Congestion heat map:
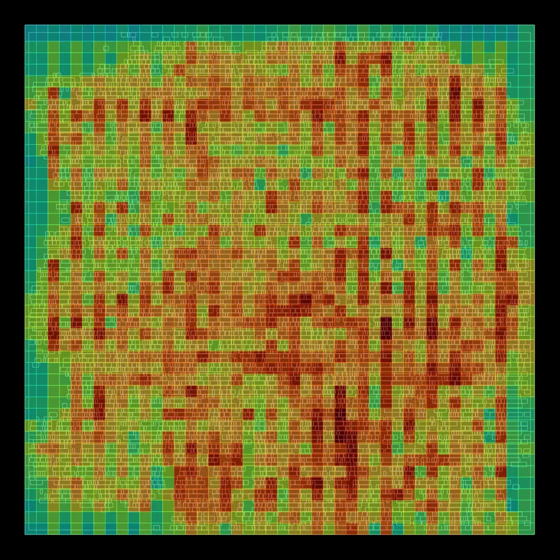
Pin placement:
Pins as bars across the die edge, other pins in gray.
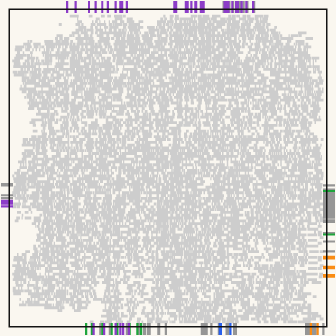
Metal layers overlaid:
Only two layers are drawn.
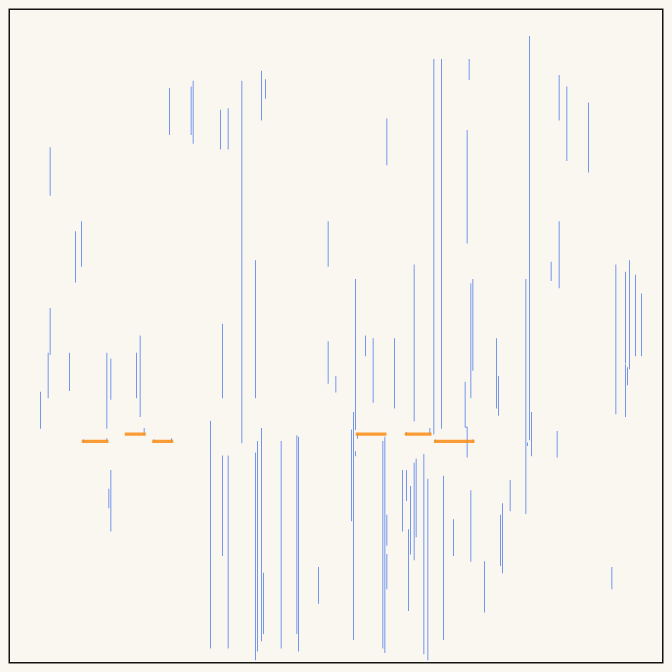
Where the registers sit:
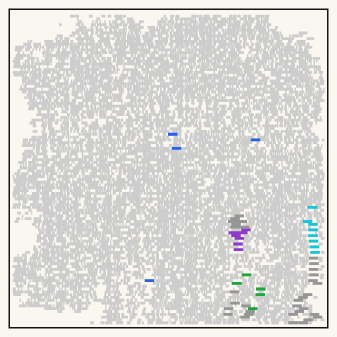
Met3 routing:
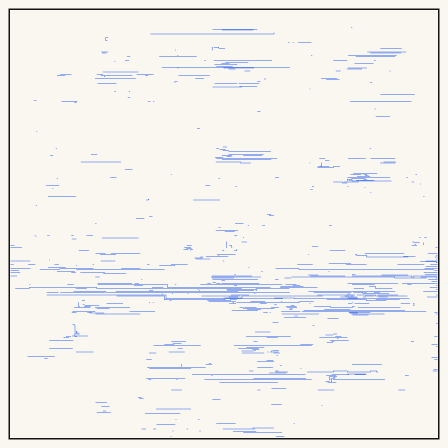
==> config.mk <==
export PLATFORM = sky130hd
export DESIGN_NAME = color_mapper_fx
export DESIGN_NICKNAME = d
export VERILOG_FILES = /design/src/rtl/color_mapper_pkg.sv /design/src/rtl/color_mapper_fx_pick_hit_detect.sv /design/src/rtl/color_mapper_fx.sv
export SDC_FILE = /design/constraint.sdc
export NUM_CORES = 2
export LEC_CHECK = 0
export CAP_MARGIN = 25
export CORE_MARGIN = 2
export CORE_UTILIZATION = 51
export DETAILED_ROUTE_END_ITERATION = 7
export PLACE_DENSITY = 0.65
export SLEW_MARGIN = 20
export SYNTH_ARGS = -nofsm -noshare
export SYNTH_HDL_FRONTEND = slang
export SYNTH_SLANG_ARGS = --single-unit
==> constraint.sdc <==
create_clock -name Clk -period 6.7 [get_ports Clk]
set_input_delay 2.01 -clock Clk [delete_from_list [all_inputs] [get_ports Clk]]
set_output_delay 2.01 -clock Clk [all_outputs]
set_load 0.005 [all_outputs]
==> flow_metrics.tcl <==
# place-and-route summary
set metrics [dict create \
    worst_hold_stages 1 \
    detailroute.wirelength.met2_um 63560 \
    synth_top_flop_cell "sky130_fd_sc_hd__dfrtp_1" \
    warnings 67 \
    crit_path_max_fanout 4 \
    cts_tree "yes" \
    cts-hold-fix-buffers 0 \
    violations_in_the_final_reports "setup timing" \
    setup_repair_after_global_routing_missed_its_margin "true" \
    yosys_cells 5600 \
    yosys_warnings 0 \
    floorplan.core_area_um2 90290 \
    post-synth-top-count-cell "sky130_fd_sc_hd__inv_1" \
    synth.yosys.chip_area_um2 46650 \
    layout_min_cycle_time_ns 10.07 \
    critPathMaxStageDelay_ns 0.58 \
    ctsLongestPathBuffers 2 \
    floorplan.nets 7185 \
    number_of_gates_on_the_worst_path_with_buffers_counted 37 \
    layout-drive-gt1-share_pct 28.28 \
    pre_cts_ws_ns -4.750 \
    fmaxAchievable_mhz 99.26 \
    synthesis.area_um2 46650 \
    ioPinCount 137 \
    worst_slew_pin_slew_ns 0.8651 \
    clk_transition_reported_paths_ns 0.07 \
    highest_layer "met5" \
    layout_setup_ws_ns -3.375 \
    worst_path_cell_with_the_longest_stage_delay "sky130_fd_sc_hd__fa_1" \
    ys_ff 57 \
    timing.reg2reg.worst_path_depth 15 \
    worstPathRequired_ns 6.97 \
    ys_seq_share_pct 3.060 \
    first_pass_iters 6 \
    timing.critical_path.buf_inv 6 \
    drt_first_iter_violations 2078 \
    worstSetupEndpointType "register" \
    regToRegSetupSlack_ns 1.68 \
    grt_pass1_vias 44870 \
    routedLengthMet1_um 52680 \
    post_detail_place_hpwl_um 109500 \
    synth_top_area_share_pct 37.85 \
    synth_cell_type_count 88 \
    avgSynthCellArea_um2 8.331 \
    crit_type "in2reg" \
    leading_post_synthesis_cells_by_instance_count "sky130_fd_sc_hd__inv_1 (1447), sky130_fd_sc_hd__fa_1 (882), sky130_fd_sc_hd__ha_1 (595)" \
    placed_cells 8173 \
    max_clock_skew_ns 0.01692 \
    tcrit_tclk_final_pct 150.4 \
    critical_path.top_delay_family "adder cells" \
    nNetsFinal 8722 \
    gp_routability_congestion 0.9307 \
    final_max_slew_viol_count 0 \
    setup_viol 4 \
    postSynth.asyncResetShare_pct 100.0 \
    cts_max_level 3 \
    clk_latency_ns 0.36 \
    row_count 110 \
    routed_via_density 5.096 \
    cpMostUsedCell "sky130_fd_sc_hd__fa_1" \
    start_kind "input pin" \
    hold_viol 0 \
    post_detailed_route_count_of_antenna_violating_nets 0 \
    slew_headroom_pct 42.33 \
    largest_area_cell "sky130_fd_sc_hd__fa_1" \
    critPathArrivalTime_ns 10.34 \
    floorplanUtilization_pct 51.67 \
    grt_pass1_wl_um 212000 \
    layoutNonFillerInstCount 8320 \
    areaGrowthSynthToFinish_pct 35.57 \
    gr-total-overflow 0 \
    cts_made_buffers 9 \
    finalSetupTns_ns -12.61 \
    status "complete, but fails checks" \
    synth-edff-count 0 \
    pin_count_of_the_biggest_net_entering_global_routing 58 \
    timing.max_cap.violations 0 \
    top_cells_by_area "sky130_fd_sc_hd__fa_1 (38%), sky130_fd_sc_hd__ha_1 (16%), sky130_fd_sc_hd__inv_1 (12%)" \
    synthCells 5600 \
    met3_length_um 6459 \
    worst_hold_path_type "reg2reg" \
    floorplan.die_area_um2 93910 \
    cts_root_buf "sky130_fd_sc_hd__clkbuf_16" \
    post-route-drc-count 0 \
    cts_num_sinks 57 \
    number_of_antenna_violations_at_the_first_check_in_global_routing 5 \
]
Notes on 'congestion heat map' above:
wire length per cell: 15.26 um
Global Route met3 Usage: 3.214%
aggregate global-route resource usage: 27.65%
post-layout util: 70.05%

Notes on 'pin placement' above:
color	port	pins	direction	edge
green	DrawY	10	input	8 bottom, 2 right
blue	ScreenReq	3	input	bottom
orange	Red	8	output	6 right, 2 bottom
purple	PickX	40	input	30 top, 6 bottom, 4 left
die width: 306.5 um
port buffer count: 136

Notes on 'metal layers overlaid' above:
color	layer	wire length
orange	met5	69.0 um
blue	met4	4190 um
total number of vias: 42400
Routed WL: 127000 um

Notes on 'where the registers sit' above:
color	signal	sequential cells
blue	s1_hit	4
purple	s1_gy	7
cyan	Green	8
green	level	5
FF+latch area: 1428 um2
proportion of cell area occupied by registers: 2.257%

Notes on 'met3 routing' above:
wire length on this layer	6460 um
longest straight run	132 um
nets with wire on the layer	396

## through the flow
| stage | area [um2] | hold WS [ns] |
|---|---|---|
| CTS | 62120 | 0.5006 |
| global placement | 59770 | 0.4840 |
| global route | 63240 | 0.5269 |
| detailed placement | 59770 | 0.4877 |
| finish | 63250 | 0.4995 |
| floorplan | 47130 | 0.4545 |
## cell type report
class | instances | area [um2]
clock inverter | 6 | 95.09
antenna | 2 | 5.005
multi-input combinational | 3982 | 41800
timing repair buffer | 1600 | 12570
sequential | 57 | 1428
tap | 1176 | 1471
clock buffer | 10 | 239.0
fill | 7154 | 27040
inverter | 1487 | 5632
## cells in the final DEF (no fill, tap or decap), types with 18 or more instances in the layout
master / n
sky130_fd_sc_hd__buf_4: 1427
sky130_fd_sc_hd__inv_1: 1399
sky130_fd_sc_hd__fa_1: 861
sky130_fd_sc_hd__ha_1: 533
sky130_fd_sc_hd__nand2_1: 434
sky130_fd_sc_hd__nor2_1: 423
sky130_fd_sc_hd__xnor2_1: 197
sky130_fd_sc_hd__a21oi_1: 146
sky130_fd_sc_hd__clkdlybuf4s50_1: 98
sky130_fd_sc_hd__o21ai_0: 91
sky130_fd_sc_hd__nor3_1: 77
sky130_fd_sc_hd__nand3_1: 74
sky130_fd_sc_hd__a21o_1: 61
sky130_fd_sc_hd__dfrtp_1: 56
sky130_fd_sc_hd__xor2_1: 55
sky130_fd_sc_hd__nand2b_1: 52
sky130_fd_sc_hd__inv_2: 49
sky130_fd_sc_hd__and2_1: 48
sky130_fd_sc_hd__ha_4: 47
sky130_fd_sc_hd__a21oi_2: 45
sky130_fd_sc_hd__nor2b_1: 43
sky130_fd_sc_hd__a31oi_1: 41
sky130_fd_sc_hd__nor2_2: 40
sky130_fd_sc_hd__o21ai_2: 38
sky130_fd_sc_hd__and3_1: 33
sky130_fd_sc_hd__o211ai_1: 32
sky130_fd_sc_hd__or3_1: 28
sky130_fd_sc_hd__o21a_1: 27
sky130_fd_sc_hd__nand2_2: 26
sky130_fd_sc_hd__buf_6: 24
sky130_fd_sc_hd__o21ai_1: 22
sky130_fd_sc_hd__a211oi_1: 21
sky130_fd_sc_hd__fa_2: 21
sky130_fd_sc_hd__xnor2_2: 20
sky130_fd_sc_hd__nor3b_1: 19
sky130_fd_sc_hd__o21bai_1: 19
sky130_fd_sc_hd__nor4_1: 19
sky130_fd_sc_hd__or2_2: 18
sky130_fd_sc_hd__o31ai_1: 18
## layer usage
layer  global-route usage [%]  vias to the layer above
met4                    8.254                       12
met1                    35.60                    20770
met2                    48.78                      868
met5                        0                        -
li1                         -                    20560
met3                    3.214                      196
## logic make-up after synthesis
logic type | share of synthesized area [%]
xor gates and xnor gates | 5.313
and+or+nand+nor | 14.31
AOI/OAI and AO/OA | 10.31
muxes | 0.5954
buffers and inverters | 12.58
DFF | 3.060
adders and majority gates | 53.83
## timing repair
action,in CTS,in global routing
buffers inserted,105,27
endpoints found under the setup margin,4,4
cloned,0,1
gates resized,372,224
pin swaps,269,183
